### src/rtl/vga_axil_slave.sv
`default_nettype none
// ---------------------------------------------------------------------------
// vga_axil_slave : AXI4-lite slave front end turning AXI transfers into
// single-cycle write/read strobes for vga_top.            Rev 1.0
// ---------------------------------------------------------------------------
module vga_axil_slave #(
  parameter int C_AXI_DATA_WIDTH = 32,
  parameter int C_AXI_ADDR_WIDTH = 15,
  parameter int RD_LATENCY       = 2
) (
  input  logic                            clk_i,
  input  logic                            rst_i,
  input  logic                            s_axi_awvalid_i,
  output logic                            s_axi_awready_o,
  input  logic [C_AXI_ADDR_WIDTH-1:0]     s_axi_awaddr_i,
  input  logic                            s_axi_wvalid_i,
  output logic                            s_axi_wready_o,
  input  logic [C_AXI_DATA_WIDTH-1:0]     s_axi_wdata_i,
  input  logic [C_AXI_DATA_WIDTH/8-1:0]   s_axi_wstrb_i,
  output logic                            s_axi_bvalid_o,
  input  logic                            s_axi_bready_i,
  output logic [1:0]                      s_axi_bresp_o,
  input  logic                            s_axi_arvalid_i,
  output logic                            s_axi_arready_o,
  input  logic [C_AXI_ADDR_WIDTH-1:0]     s_axi_araddr_i,
  output logic                            s_axi_rvalid_o,
  input  logic                            s_axi_rready_i,
  output logic [C_AXI_DATA_WIDTH-1:0]     s_axi_rdata_o,
  output logic [1:0]                      s_axi_rresp_o,
  output logic [C_AXI_ADDR_WIDTH-1:0]     axil_waddr_o,
  output logic [C_AXI_DATA_WIDTH-1:0]     axil_wdata_o,
  output logic [C_AXI_DATA_WIDTH/8-1:0]   axil_wstrb_o,
  output logic                            axil_wready_o,
  output logic [C_AXI_ADDR_WIDTH-1:0]     axil_raddr_o,
  output logic                            axil_rreq_o,
  input  logic [C_AXI_DATA_WIDTH-1:0]     axil_rdata_i
);

  localparam int STRB_W = C_AXI_DATA_WIDTH / 8;
  localparam logic [3:0] LAT_LAST = 4'(RD_LATENCY - 1);

  typedef enum logic [1:0] {
    R_IDLE = 2'd0,
    R_WAIT = 2'd1,
    R_RESP = 2'd2
  } rstate_e;

  logic                        w_wr_hs;
  logic                        bvalid_q;
  logic                        wstb_q;
  logic [C_AXI_ADDR_WIDTH-1:0] waddr_q;
  logic [C_AXI_DATA_WIDTH-1:0] wdata_q;
  logic [STRB_W-1:0]           wstrb_q;

  rstate_e                     rstate_q;
  logic [3:0]                  rcnt_q;
  logic [C_AXI_ADDR_WIDTH-1:0] raddr_q;
  logic                        rreq_q;
  logic                        rvalid_q;
  logic [C_AXI_DATA_WIDTH-1:0] rdata_q;

  // Only joint AW+W is accepted, and never while a B response is pending.
  assign w_wr_hs         = s_axi_awvalid_i & s_axi_wvalid_i & ~bvalid_q & ~rst_i;
  assign s_axi_awready_o = w_wr_hs;
  assign s_axi_wready_o  = w_wr_hs;
  assign s_axi_bvalid_o  = bvalid_q;
  assign s_axi_bresp_o   = 2'b00;
  assign axil_waddr_o    = waddr_q;
  assign axil_wdata_o    = wdata_q;
  assign axil_wstrb_o    = wstrb_q;
  assign axil_wready_o   = wstb_q;

  always_ff @(posedge clk_i) begin
    if (rst_i) begin
      bvalid_q <= 1'b0;
      wstb_q   <= 1'b0;
      waddr_q  <= '0;
      wdata_q  <= '0;
      wstrb_q  <= '0;
    end else begin
      wstb_q <= w_wr_hs;
      if (w_wr_hs) begin
        waddr_q  <= s_axi_awaddr_i;
        wdata_q  <= s_axi_wdata_i;
        wstrb_q  <= s_axi_wstrb_i;
        bvalid_q <= 1'b1;
      end else if (bvalid_q && s_axi_bready_i) begin
        bvalid_q <= 1'b0;
      end
    end
  end

  assign s_axi_arready_o = (rstate_q == R_IDLE) & ~rst_i;
  assign s_axi_rvalid_o  = rvalid_q;
  assign s_axi_rdata_o   = rdata_q;
  assign s_axi_rresp_o   = 2'b00;
  assign axil_raddr_o    = raddr_q;
  assign axil_rreq_o     = rreq_q;

  always_ff @(posedge clk_i) begin
    if (rst_i) begin
      rstate_q <= R_IDLE;
      rcnt_q   <= 4'd0;
      raddr_q  <= '0;
      rreq_q   <= 1'b0;
      rvalid_q <= 1'b0;
      rdata_q  <= '0;
    end else begin
      rreq_q <= 1'b0;
      case (rstate_q)
        R_IDLE: begin
          if (s_axi_arvalid_i) begin
            raddr_q  <= s_axi_araddr_i;
            rreq_q   <= 1'b1;
            rcnt_q   <= 4'd0;
            rstate_q <= R_WAIT;
          end
        end
        // The first counted edge is the one that ends the rreq cycle.
        R_WAIT: begin
          if (rcnt_q == LAT_LAST) begin
            rdata_q  <= axil_rdata_i;
            rvalid_q <= 1'b1;
            rcnt_q   <= 4'd0;
            rstate_q <= R_RESP;
          end else begin
            rcnt_q <= rcnt_q + 4'd1;
          end
        end
        R_RESP: begin
          if (s_axi_rready_i) begin
            rvalid_q <= 1'b0;
            rstate_q <= R_IDLE;
          end
        end
        default: rstate_q <= R_IDLE;
      endcase
    end
  end

endmodule
`default_nettype wire

### config.mk
export PLATFORM = sky130hd
export DESIGN_NAME = vga_axil_slave
export DESIGN_NICKNAME = d
export VERILOG_FILES = /design/src/rtl/vga_axil_slave.sv
export SDC_FILE = /design/constraint.sdc
export NUM_CORES = 1
export LEC_CHECK = 0
export CAP_MARGIN = 20
export CORE_ASPECT_RATIO = 0.8
export CORE_MARGIN = 2
export CORE_UTILIZATION = 35
export CTS_CLUSTER_SIZE = 25
export DETAILED_ROUTE_END_ITERATION = 10
export DONT_BUFFER_PORTS = 1
export PLACE_DENSITY = 0.51
export SYNTH_ARGS = -nofsm -noshare
export SYNTH_HDL_FRONTEND = slang
export SYNTH_SLANG_ARGS = --single-unit
### constraint.sdc
create_clock -name clk_i -period 1.3 [get_ports clk_i]
set_input_delay 0.195 -clock clk_i [delete_from_list [all_inputs] [get_ports clk_i]]
set_output_delay 0.195 -clock clk_i [all_outputs]
set_load 0.01 [all_outputs]
Run 1, cell area per tile:
12 x 10 tiles, from white (low) to dark blue (high), 0 to 100% covered.
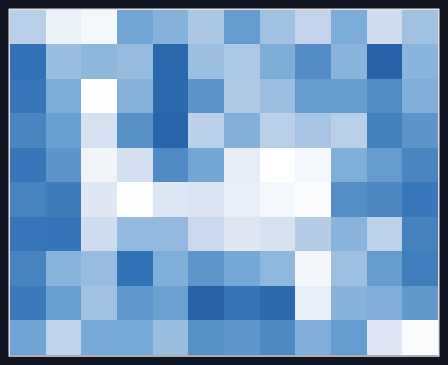
tiles over 75% full	5.0%
nearly empty tiles	2.5%
mean over tiles	44%
emptiest ninth of the die	center
fullest tile	80%
Pre-Place Util: 0.3564
core box area: 11430 um^2
final core occ: 0.5016

Run 1, logic cells by family:
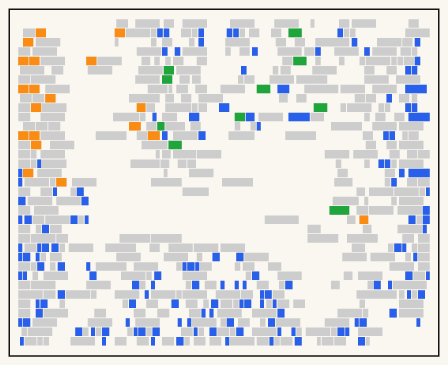
family	color	cells	most used
NAND gates	blue	141	nand2_1
AND and OR gates	green	10	or3b_4
AND-OR and OR-AND gates	orange	19	a22o_1

Run 1, routed metal, one color a layer:
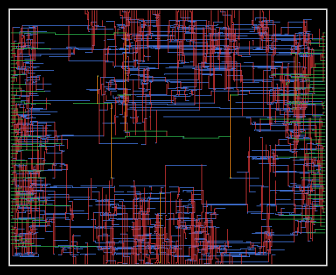
layer	color	wire length
metal 2	red	5620 um
metal 4	orange	161 um
metal 1	blue	5210 um
metal 3	green	920 um

Run 1, routing congestion:
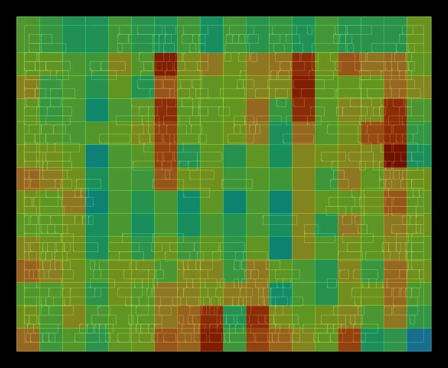
met2 Resource Use GR: 0.2947
met1 GRT Util: 0.2148
M3 GR Usage: 0.06794
WL/cell: 17.59 um
GRT Max-Usage Layer: met2

==> run summary, run 1 <==
flow finished, numbers: status=complete, but fails checks, failing checks=hold timing, setup timing, main flop type=dfxtp_1, wire length on met2=5.621 mm, layout cells sized above 1=0.2155, XOR Share, Synth=0, nets@finish=632, sequential logic power=0.00370 W, Setup Viol. Count Final=36, Tmin final=1.474 ns, Combinational Power=0.00109 W, MI comb cells=approximately 310, Die Wd=124.6 um, Die H=100.5 um, NonClk Buf Share=0.1997, # clk buffers=9, Non-clk bufs=97, pre-CTS setup slack=-0.1867 ns, crit path to=s_axi_rdata_o[8], Log Warnings=32, CTS clock-pin slew for the worst setup and hold paths=0.07 ns, Syn Inst Count=453, WP buf/inv=2, Comb power frac=0.149, total power=0.007335 W, sequential power share=0.504, hold_sp=rst_i, met3 wire len=roughly 920 um, Setup CP Type=flip-flop to flip-flop, Worst setup SP type=flip-flop, drt first pass iters=4, Flops=108, Synth area leader=dfxtp_1, slowest CP cell=or3b_4, Hold Fails Final Rpt=37, Leak=2.009 nW, yosys warns=0, depth of the CTS H-tree=3, P&R area growth vs syn=40.72%, Max-Cap Viols=0, Finished Layout Cells=677, Synth async-reset ratio=0, die area=approximately 13000 um^2, DRT met1 WL=5.207 mm, FF/Latch Area=2173 um^2, top cells by area, synth=dfxtp_1 (53%), o21ai_0 (8.7%), nand2b_1 (8.0%), nand2_1 (5.0%), a21oi_1 (4.4%), delay-heaviest family, CP=simple AND/OR/NAND/NOR gates, Remaining DRCs=0, RSZ-0062 raised after global routing=yes, Critical path origin=rcnt_q[1], Worst Path Arrival=approximately 1.7 ns, Iter 0 DRT Violations=206, max-slew violations=0, vias in the first global route=3432, hold slack=-0.06149 ns, Syn Area/Cell=8.993 um^2, post-synth cell types=37, Hold Path Stages=1, internal cell power=approximately 0.0054 W, cycle use final=1.134, Total GRT Usage=0.1773, ant diodes=0, FP Rows=35, synthesis area per yosys=4074 um^2, Worst R2R End=s_axi_rdata_o[8], AND-OR/OR-AND Cells, Area Fraction=0.1941, flop share of the area=0.3791, switching share of power=0.2691, Latency at later pin=0.34 ns, placed cell count=577, logic gate fraction of the total cell area=0.3396, CTS Buf Count=9, adder share=0.006143, Crit path largest cell delay=0.48 ns, Max Used Layer=met4, final setup TNS=-3.234 ns, initial antenna violation count=0, Logic area=1947 um^2, post-CTS setup buffer count=7, IO buf count=0, Dominant cell area share=0.5307, GP Congestion=between 0.7 and 0.8, switching power=approximately 0.002 W, Mux area share=0.002457, first-pass GRT wire length=17.80 mm, filler instances=1008, mapped cell area=4074 um^2, final worst setup slack=-0.1745 ns, pin count of the biggest net entering global routing=94
-- run 1: state kept, by name, indices dropped and copies added, names as in the netlist --
name,cells
axil_raddr_o,15
s_axi_bvalid_o,1
s_axi_rvalid_o,1
axil_wdata_o,32
rcnt_q,4
axil_wready_o,1
axil_waddr_o,15
rstate_q,2
axil_rreq_o,1
s_axi_rdata_o,32
axil_wstrb_o,4
-- run 1: placed cells by master, fill, tap and decap left out, types with 5 or more instances in the layout --
master	netlist	layout
a22o_1	15	15
buf_12	0	6
nand2_1	54	53
dfxtp_1	108	101
dlygate4sd3_1	0	66
nand2b_1	52	51
dfxtp_2	0	6
o21ai_1	13	17
clkbuf_16	0	12
nand3_1	33	28
o21ai_0	71	39
o21ai_2	0	28
a21oi_2	0	10
buf_4	7	13
a21oi_1	36	26
or3b_4	1	5
--- run 2 (diff from run 1) ---
CTS_CLUSTER_SIZE = not set   (was 25)
Run 2, signal wires on met2:
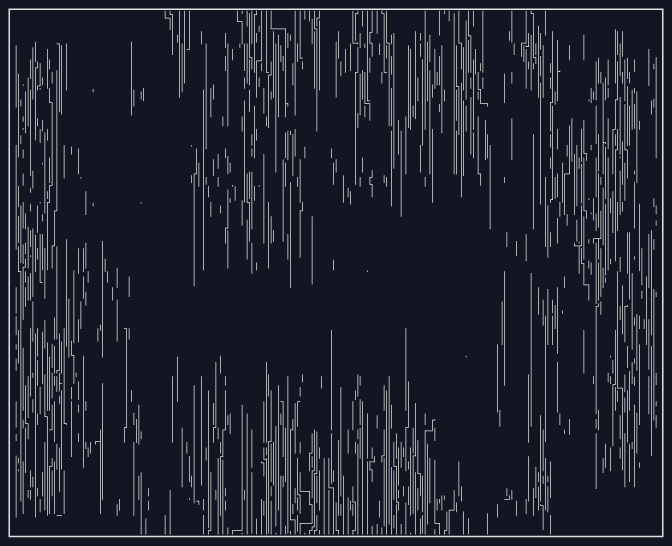
share of all routed wire	47%
main direction	vertical
longest straight run	43.9 um
wire length on this layer	5620 um
vias after detailed routing: 3510
DRT Wirelength: 11.91 mm

Run 2, routed metal, one color a layer:
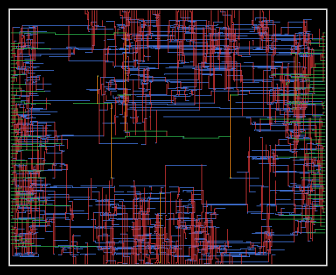
layer	color	wire length
metal 2	red	5620 um
metal 3	green	920 um
metal 1	blue	5210 um
metal 4	orange	161 um

==> run 2 against run 1 <==
Net effect:
- the flow still finishes with violations (hold timing, setup timing)
- clock skew unchanged
- final area unchanged
- die area unchanged
- total power unchanged
==> run summary, run 2 <==
flow finished, numbers: crit path to=s_axi_rdata_o[8], Die H=100.5 um, slowest CP cell=or3b_4, vias in the first global route=3432, CTS Buf Count=9, adder share=0.006143, pin count of the biggest net entering global routing=94, hold slack=-0.06149 ns, Hold Fails Final Rpt=37, Logic area=about 1900 um^2, Iter 0 DRT Violations=between 200 and 250, placed cell count=577, Setup Viol. Count Final=36, FF/Latch Area=2173 um^2, max-slew violations=0, Syn Area/Cell=8.993 um^2, Mux area share=0.002457, Worst Path Arrival=1.70 ns, Crit path largest cell delay=0.48 ns, Tmin final=1.474 ns, synthesis area per yosys=4074 um^2, RSZ-0062 raised after global routing=yes, Setup CP Type=flip-flop to flip-flop, final worst setup slack=-0.1745 ns, drt first pass iters=4, cycle use final=1.134, P&R area growth vs syn=40.72%, Log Warnings=32, Max-Cap Viols=0, Latency at later pin=0.34 ns, Total GRT Usage=0.1773, GRT Max-Usage Layer=met2, Worst R2R End=s_axi_rdata_o[8], met3 wire len=920 um, pre-CTS setup slack=-0.1867 ns, GP Congestion=0.7294, wire length on met2=5.621 mm, Dominant cell area share=0.5307, met1 GRT Util=0.2148, status=complete, but fails checks, depth of the CTS H-tree=3, Die Wd=124.6 um, filler instances=1008, first-pass GRT wire length=around 18 mm, CTS clock-pin slew for the worst setup and hold paths=0.07 ns, hold_sp=rst_i, Remaining DRCs=0, Syn Inst Count=453, failing checks=hold timing, setup timing, yosys warns=0, post-synth cell types=37, final core occ=0.5016, Leak=approximately 2 nW, Pre-Place Util=0.3564, highest-count logic cell in the final layout=dfxtp_1, top cells by area, synth=dfxtp_1 (53%), o21ai_0 (8.7%), nand2b_1 (8.0%), nand2_1 (5.0%), a21oi_1 (4.4%), IO buf count=0, Hold Path Stages=1, Max Used Layer=met4, Worst setup SP type=flip-flop, XOR Share, Synth=0, final setup TNS=-3.234 ns
==> run 2: cells by family after synthesis <==
kind of cell,Yosys count
mux,1
buf+inv,45
flops,108
simple gates,155
other cells,1
fa+ha+maj,2
compound gates,141
==> run 2: cell type report <==
type	count	share of cell area
multi-input cells	307	0.3396
well taps	148	0.03230
clock inverters	6	0.008730
repair buffers	97	0.1997
clock buffers	9	0.03928
inverters	2	0.001309
flip-flops and latches	108	0.3791
==> run 2: what timing repair did <==
item                                    4_1_cts  5_1_grt
buffers inserted                              7        2
pin swaps                                     9       15
resized                                      38       46
endpoints found under the setup margin       37       78
gates cloned                                  8        3
endpoints found under the hold margin       103       37
==> run 2: where the power goes <==
part           internal (W)  switching, W  total [W]
logic              0.000564      0.000530    0.00109
clock network       0.00131       0.00123    0.00254
registers           0.00348      0.000213    0.00370
--- run 3 (diff from run 2) ---
CORE_UTILIZATION = 56   (was 35)
PLACE_DENSITY = 0.74   (was 0.51)
==> run 3 against run 2 <==
Net effect:
- synthesized cell count unchanged
- the flow now stops in clock tree synthesis (4_1_cts)
- synthesized area unchanged
==> run summary, run 3 <==
run metrics: status=stopped before the end, Exit stage=clock tree synthesis (4_1_cts), Error=[ERROR RSZ-0060] Max buffer count reached., top cells by area, synth=dfxtp_1 (53%), o21ai_0 (8.7%), nand2b_1 (8.0%), nand2_1 (5.0%), a21oi_1 (4.4%), Die Wd=99.36 um, post-CTS setup buffer count=1, CTS Buffer Depth=2, FP Rows=27, post-detail-place hpwl=6.385 mm, Ports=214, Syn Inst Count=between 400 and 500, IO buf count=0, Pre-Place Util=0.5854, commonest cells in the netlist=dfxtp_1 (108), o21ai_0 (71), nand2_1 (54), main flop type=dfxtp_1, Dominant cell area share=0.5307, Post-CTS Hold Fix Bufs=108, Post-synth regs=about 110, Largest logic family=simple AND/OR/NAND/NOR gates, register share after synthesis=0.5307, Synth area leader=dfxtp_1, Mux area share=0.002457, simple share=0.2012, Post-synth EDFFs=0, AND-OR/OR-AND Cells, Area Fraction=0.1941, Synth async-reset ratio=0, GP Congestion=0.7494, XOR Share, Synth=0, synthesis area per yosys=4074 um^2, mapped cell area=approximately 4000 um^2, yosys warns=0, CTS Buf Count=9, placed cell count=519, post-synth cell types=37, Yosys top cell by instances=dfxtp_1, Syn Area/Cell=8.993 um^2, Resize count post-CTS=10, clock tree sinks=108, ys cells=453, depth of the CTS H-tree=3, Die H=80.29 um, adder share=0.006143, Root Buffer=clkbuf_8
## run 3: cell counts after synthesis
No cell type changed its count.
## run 3: cells by family after synthesis
family	count (synthesis)
simple gates	155
other cells	1
flops	108
fa+ha+maj	2
mux	1
buf+inv	45
compound gates	141
## run 3: through the flow
stage               setup WS, ns  instance area, um^2  TNS, ns  hold WS, ns  total power, W
floorplan               -0.02141                 4106  -0.6077       0.3036        0.004243
global placement         -0.1131                 4163   -2.879       0.2708        0.004327
detailed placement       -0.1363                 4163   -3.537       0.2746        0.004352
--- run 4 (diff from run 3) ---
CORE_ASPECT_RATIO = not set   (was 0.8)
CORE_UTILIZATION = 40   (was 56)
PLACE_DENSITY = not set   (was 0.74)
PLACE_DENSITY_LB_ADDON = 0.15   (was not set)
clock period = 1.69 ns   (was 1.3 ns; I/O delays follow)
Run 4, routed metal, one color a layer:
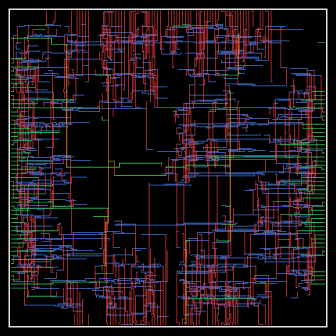
DRT Wirelength: 10.14 mm
WL/cell: 16.40 um
vias after detailed routing: 3187

Run 4, routing congestion:
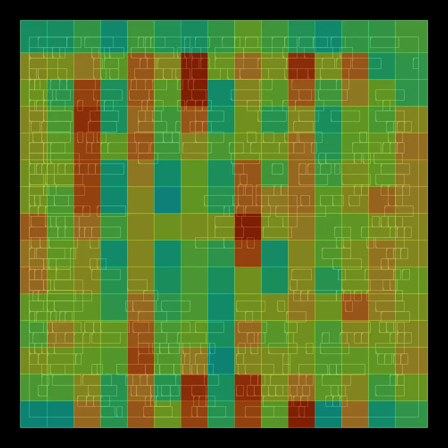
met1 GRT Util: 0.2002
Total GRT Usage: 0.1738
M3 GR Usage: 0.06425

==> run 4 against run 3 <==
Net effect:
- the flow now finishes without violations
- synthesized area did not move
- synthesized cell count is the same
==> run summary, run 4 <==
flow finished, numbers: Syn Inst Count=~450, FP Rows=36, Log Warnings=27, main flop type=dfxtp_1, ant diodes=0, Die H=approximately 100 um, drt first pass iters=4, Yosys top cell by instances=dfxtp_1, Post-DP Area=4099 um^2, Synth area leader=dfxtp_1, Latency at later pin=about 0.36 ns, FF/Latch Area=between 2000 and 2500 um^2, first-pass GRT wire length=15.57 mm, filler instances=909, crit path to=s_axi_rdata_o[26], Worst setup SP type=flip-flop, AND-OR/OR-AND Cells, Area Fraction=0.1941, simple share=0.2012, Well Taps=133, RSZ-0062 raised after global routing=no, final setup TNS=0 ns, Hold Path Stages=2, Synth async-reset ratio=0, Pre-Place Util=0.4149, hold slack=0.01016 ns, Die Wd=104.9 um, Flops=between 100 and 150, adder share=0.006143, MI comb cells=304, status=complete, no violations, Logic area=1684 um^2, Dominant cell area share=0.5307, CTS Buffer Depth=2, die area=11010 um^2, nets@finish=587, Setup Viol. Count Final=0, Tmin final=1.577 ns, Inverters=2, ys cells=453, wire length on met2=4.856 mm, depth of the CTS H-tree=3, Finished Layout Cells=roughly 600, mapped cell area=4074 um^2, most numerous logic cells after layout=dfxtp_1 (108), o21ai_0 (69), nand2_1 (54), DRT met1 WL=4.192 mm, NonClk Buf Share=0.1224, logic gate fraction of the total cell area=0.3528, Post-synth regs=108, Worst Path Arrival=1.83 ns, IO buf count=0, Post-CTS Hold Fix Bufs=46, clock-cell share of area=0.03539, Hold Fails Final Rpt=0, Setup CP Type=flip-flop to flip-flop, post-CTS setup buffer count=0, layout cells sized above 1=0.06804, Max Used Layer=met4, Remaining DRCs=0, pin count of the biggest net entering global routing=82, Hold WC Path Type=input port to flip-flop, Critical path origin=rcnt_q[0], Iter 0 DRT Violations=174, Resize count post-CTS=0, Largest logic family=simple AND/OR/NAND/NOR gates, register share after synthesis=0.5307, Non-clk bufs=55, Worst R2R End=s_axi_rdata_o[26], XOR Share, Synth=0, final core occ=0.4861, synthesis area per yosys=about 4000 um^2, clock tree sinks=around 110, top cells by area, synth=dfxtp_1 (53%), o21ai_0 (8.7%), nand2b_1 (8.0%), nand2_1 (5.0%), a21oi_1 (4.4%), Syn Area/Cell=8.993 um^2, hold_sp=s_axi_awaddr_i[10], cycle use final=0.9331, # clk buffers=10, placed cell count=553, post-detail-place hpwl=about 6.3 mm, Post-synth EDFFs=0, final worst setup slack=0.1130 ns, flop share of the area=0.4529, met3 wire len=893 um, vias in the first global route=about 3200, Top class by area=sequential cells, P&R area growth vs syn=17.17%
-- run 4: cell counts after synthesis --
No cell type changed its count.
-- run 4: critical path, stage by stage (launching register included) --
cell,delay [ns]
dfxtp_1,0.42
ha_1,0.22
or3b_4,0.51
o21ai_0,0.21
a21oi_1,0.10
-- run 4: report_power, final --
group          switching, W  internal [W]  total [W]
Sequential         0.000162       0.00268    0.00284
Clock              0.000867      0.000534    0.00140
Combinational      0.000292      0.000253   0.000544
-- run 4: routing by layer --
| layer | vias up | GRT usage |
|---|---|---|
| li1 | 1584 | - |
| met1 | 1444 | 0.2002 |
| met2 | 144 | 0.2862 |
| met3 | 15 | 0.06425 |
| met4 | 0 | 0.08000 |
| met5 | - | 0 |
No activity file was given, so power comes from the tool's default toggle rates.
